==> src/rtl/digit_serial_adder_pkg.sv <==
// Shared types and sizing helpers for the digit-serial adder/subtractor.
package digit_serial_adder_pkg;

    typedef enum logic [1:0] {
        IDLE = 2'd0,
        CALC = 2'd1,
        DONE = 2'd2
    } state_t;

    function automatic int calc_ndig(input int width, input int digit);
        return (digit > 0) ? (width / digit) : 1;
    endfunction

    // Counter must index NDIG digits; a one-digit operation still needs one bit.
    function automatic int calc_cntw(input int ndig);
        return (ndig > 1) ? $clog2(ndig) : 1;
    endfunction

endpackage

==> src/rtl/digit_serial_adder_digit_adder.sv <==
// Combinational DIGIT-bit ripple-carry adder, one slice of the serial datapath.
module digit_adder #(
    parameter int DIGIT = 2
) (
    input  logic [DIGIT-1:0] a,
    input  logic [DIGIT-1:0] b,
    input  logic             cin,
    output logic [DIGIT-1:0] out,
    output logic             cout
);

    logic [DIGIT:0] carry_s;

    // Ripple the carry through every bit of the digit.
    always_comb begin
        carry_s    = '0;
        out        = '0;
        carry_s[0] = cin;
        for (int i = 0; i < DIGIT; i++) begin
            out[i]       = a[i] ^ b[i] ^ carry_s[i];
            carry_s[i+1] = (a[i] & b[i]) | (carry_s[i] & (a[i] ^ b[i]));
        end
        cout = carry_s[DIGIT];
    end

endmodule

==> src/rtl/digit_serial_adder.sv <==
// Multi-cycle adder/subtractor: DIGIT bits per clock, start/busy/done handshake,
// carry/borrow on cout and two's-complement overflow on ovf.
module digit_serial_adder
    import digit_serial_adder_pkg::*;
#(
    parameter int WIDTH = 8,
    parameter int DIGIT = 2
) (
    input  logic             clk,
    input  logic             rst,
    input  logic             start,
    input  logic [WIDTH-1:0] a,
    input  logic [WIDTH-1:0] b,
    input  logic             cin,
    input  logic             sub,
    output logic             busy,
    output logic             done,
    output logic [WIDTH-1:0] out,
    output logic             cout,
    output logic             ovf
);

    localparam int NDIG = calc_ndig(WIDTH, DIGIT);
    localparam int CW   = calc_cntw(NDIG);
    localparam logic [CW-1:0] LAST_CNT = CW'(NDIG - 1);

    if ((DIGIT < 1) || (DIGIT > WIDTH) || ((WIDTH % DIGIT) != 0)) begin : g_bad_digit
        $error("digit_serial_adder: DIGIT must divide WIDTH and lie in 1..WIDTH");
    end

    state_t           state_r;
    state_t           state_next_s;
    logic [CW-1:0]    cnt_r;
    logic [WIDTH-1:0] a_r;
    logic [WIDTH-1:0] b_r;
    logic [WIDTH-1:0] out_r;
    logic [WIDTH-1:0] a_next_s;
    logic [DIGIT-1:0] sum_s;
    logic             carry_r;
    logic             a_msb_r;
    logic             b_msb_r;
    logic             busy_r;
    logic             done_r;
    logic             cout_r;
    logic             ovf_r;
    logic             dig_cout_s;
    logic             accept_s;
    logic             last_s;

    digit_adder #(.DIGIT(DIGIT)) u_digit_adder (
        .a    (a_r[DIGIT-1:0]),
        .b    (b_r[DIGIT-1:0]),
        .cin  (carry_r),
        .out  (sum_s),
        .cout (dig_cout_s)
    );

    // Handshake decode; A doubles as the result shift register, sums enter at the top.
    always_comb begin
        accept_s = start && ((state_r == IDLE) || (state_r == DONE));
        last_s   = (state_r == CALC) && (cnt_r == LAST_CNT);
        a_next_s = WIDTH'({sum_s, a_r} >> DIGIT);
    end

    // Next-state logic.
    always_comb begin
        state_next_s = state_r;
        case (state_r)
            IDLE: begin
                if (start) state_next_s = CALC;
                else       state_next_s = IDLE;
            end
            CALC: begin
                if (cnt_r == LAST_CNT) state_next_s = DONE;
                else                   state_next_s = CALC;
            end
            DONE: begin
                if (start) state_next_s = CALC;
                else       state_next_s = IDLE;
            end
            default: state_next_s = IDLE;
        endcase
    end

    // State register with busy/done registered from the next state.
    always_ff @(posedge clk) begin
        if (rst) begin
            state_r <= IDLE;
            busy_r  <= 1'b0;
            done_r  <= 1'b0;
        end else begin
            state_r <= state_next_s;
            busy_r  <= (state_next_s == CALC);
            done_r  <= (state_next_s == DONE);
        end
    end

    // Operand capture, per-digit shift/accumulate and result latch.
    always_ff @(posedge clk) begin
        if (rst) begin
            cnt_r   <= '0;
            a_r     <= '0;
            b_r     <= '0;
            carry_r <= 1'b0;
            a_msb_r <= 1'b0;
            b_msb_r <= 1'b0;
            out_r   <= '0;
            cout_r  <= 1'b0;
            ovf_r   <= 1'b0;
        end else if (accept_s) begin
            // Subtract as a + ~b + 1, with cin turning the +1 into a borrow.
            cnt_r   <= '0;
            a_r     <= a;
            b_r     <= sub ? ~b : b;
            carry_r <= cin ^ sub;
            a_msb_r <= a[WIDTH-1];
            b_msb_r <= b[WIDTH-1] ^ sub;
        end else if (state_r == CALC) begin
            cnt_r   <= last_s ? '0 : (cnt_r + CW'(1));
            a_r     <= a_next_s;
            b_r     <= b_r >> DIGIT;
            carry_r <= dig_cout_s;
            if (last_s) begin
                out_r  <= a_next_s;
                cout_r <= dig_cout_s;
                ovf_r  <= (a_msb_r == b_msb_r) && (a_next_s[WIDTH-1] != a_msb_r);
            end
        end
    end

    assign busy = busy_r;
    assign done = done_r;
    assign out  = out_r;
    assign cout = cout_r;
    assign ovf  = ovf_r;

endmodule
==> config.mk <==
export PLATFORM = sky130hd
export DESIGN_NAME = digit_serial_adder
export DESIGN_NICKNAME = d
export VERILOG_FILES = /design/src/rtl/digit_serial_adder_pkg.sv /design/src/rtl/digit_serial_adder_digit_adder.sv /design/src/rtl/digit_serial_adder.sv
export SDC_FILE = /design/constraint.sdc
export NUM_CORES = 1
export LEC_CHECK = 0
export CAP_MARGIN = 30
export CORE_ASPECT_RATIO = 1.2
export CORE_UTILIZATION = 53
export DETAILED_ROUTE_END_ITERATION = 10
export GPL_TIMING_DRIVEN = 0
export PLACE_DENSITY = 0.91
export SLEW_MARGIN = 20
export SYNTH_ARGS = -nofsm -noshare
export SYNTH_HDL_FRONTEND = slang
export SYNTH_SLANG_ARGS = --single-unit
==> constraint.sdc <==
create_clock -name clk -period 4.7 [get_ports clk]
set_input_delay 0.705 -clock clk [delete_from_list [all_inputs] [get_ports clk]]
set_output_delay 0.705 -clock clk [all_outputs]
set_load 0.05 [all_outputs]
==> images/m3.png <==
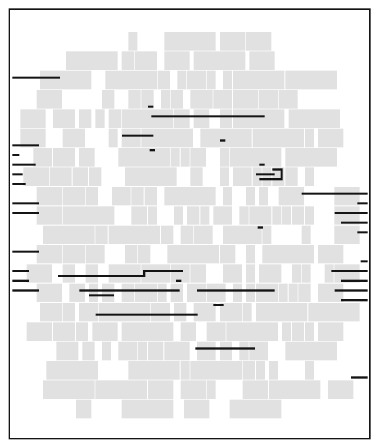
The layer carries 170 um of wire. The longest straight run is 15.6 um. 32 nets have wire on it. The wires run mostly horizontal.
total via count after detailed routing: 1347
met3 track utilization from global routing: 7.634%

==> images/layers.png <==
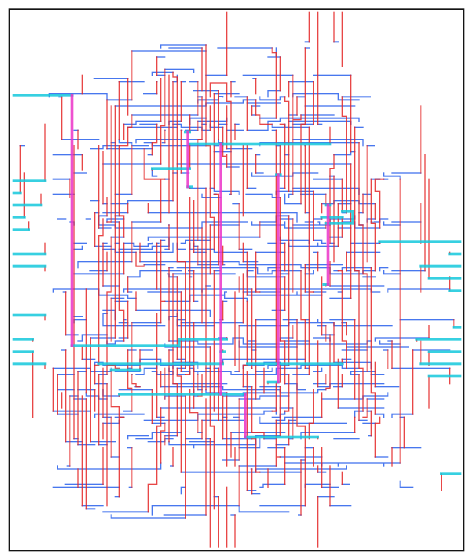
M3: shown in cyan, wire length 170 um. M4: shown in magenta, wire length 98.6 um. M2: shown in red, wire length 1820 um. M1: shown in blue, wire length 1410 um.
final wirelength: 3495 um
WL/cell: 14.62 um

==> reports/metrics.yaml <==
status: "finished, final reports clean"
seq_area_sq_um: 700.7
cell_chain_of_the_critical_path: "clkdlybuf4s50_1"
fp_util_pct: 57.40
tritoncts_sinks: 35
stage_log_warnings: 26
cp_data_arrival_time_ps: 1490
fmax_mhz: 454.7
setup_total_negative_slack_ps: 0
synth.top_cell.area_share_pct: 46.90
power.largest_group: "registers"
setup.reg_to_reg.worst_slack_ps: 2670
tritoncts_clock_tree: "yes"
critPathLaunchType: "flip-flop"
setup_viol_count_final: 0
grt_pass1_wl_um: 5706
placed_area_sq_mm: 0.001836
placer_s_final_routability_congestion_estimate: 0.8449
layout.cells.most_common: "dfxtp_1"
critical_path_class: "reg -> out"
cpMaxStageDelayCell: "clkdlybuf4s50_1"
htreeDepth: 2
post_synth_fa_ha_maj_area_fraction_pct: 3.518
layout_min_cycle_time_ps: 2199
multiplexer_area_fraction_after_synthesis_pct: 0.6700
design_power_total_uw: 569.4
clockRootBuffer: "clkbuf_4"
remaining_drc_errors: 0
met2RoutedLength_um: 1815
final_cell_count_no_fill: 239
netSwitchingFraction_pct: 27.30
critical_path_peak_fanout: 2
placement.setup.worst_slack_ps: 2548
seq_cell_count: 35
core_region_sq_mm: 0.002603
comb_power_share_pct: 17.6
post_layout_period_usage_of_the_worst_path_pct: 46.79
clk_pin_slew_ps: 90
grt_util_met1_pct: 29.11
==> images/clock_wires.png <==
Bar = 20 um.
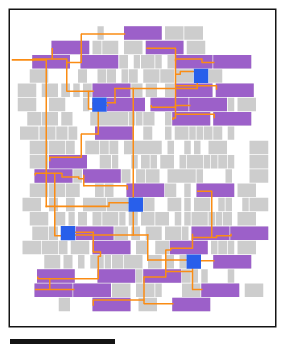
flip-flops: shown in purple, count 35. clock-net drivers: shown in blue, count 5. clock wires: shown in orange, length 401 um.
Position of the flops: all over the die.
clock network power consumption: 144 uW
power share of the clock group: 25.4%
Latency at later pin: 330 ps
Worst Clk Skew: 4.508 ps

==> images/route_heat.png <==
Bar = 20 um. The die is cut into 10 by 12 equal tiles; white is low, dark blue is high, scaled to the fullest tile. Values are wire area over tile area, all layers added.
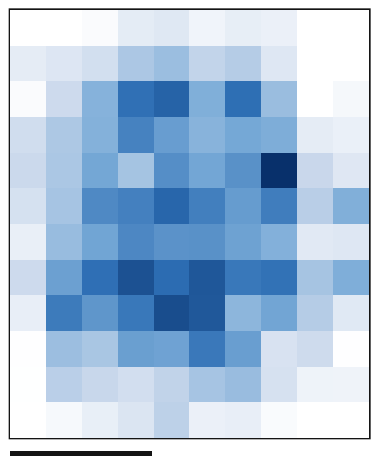
The mean over all tiles is 0.19. The densest ninth of the die: middle. 11% of the tiles are nearly empty. The emptiest ninth of the die: top right. 33% of the tiles are over half the peak.
GRT Resource Usage Total: 25.98%

Power is estimated from default activity; no workload was simulated.
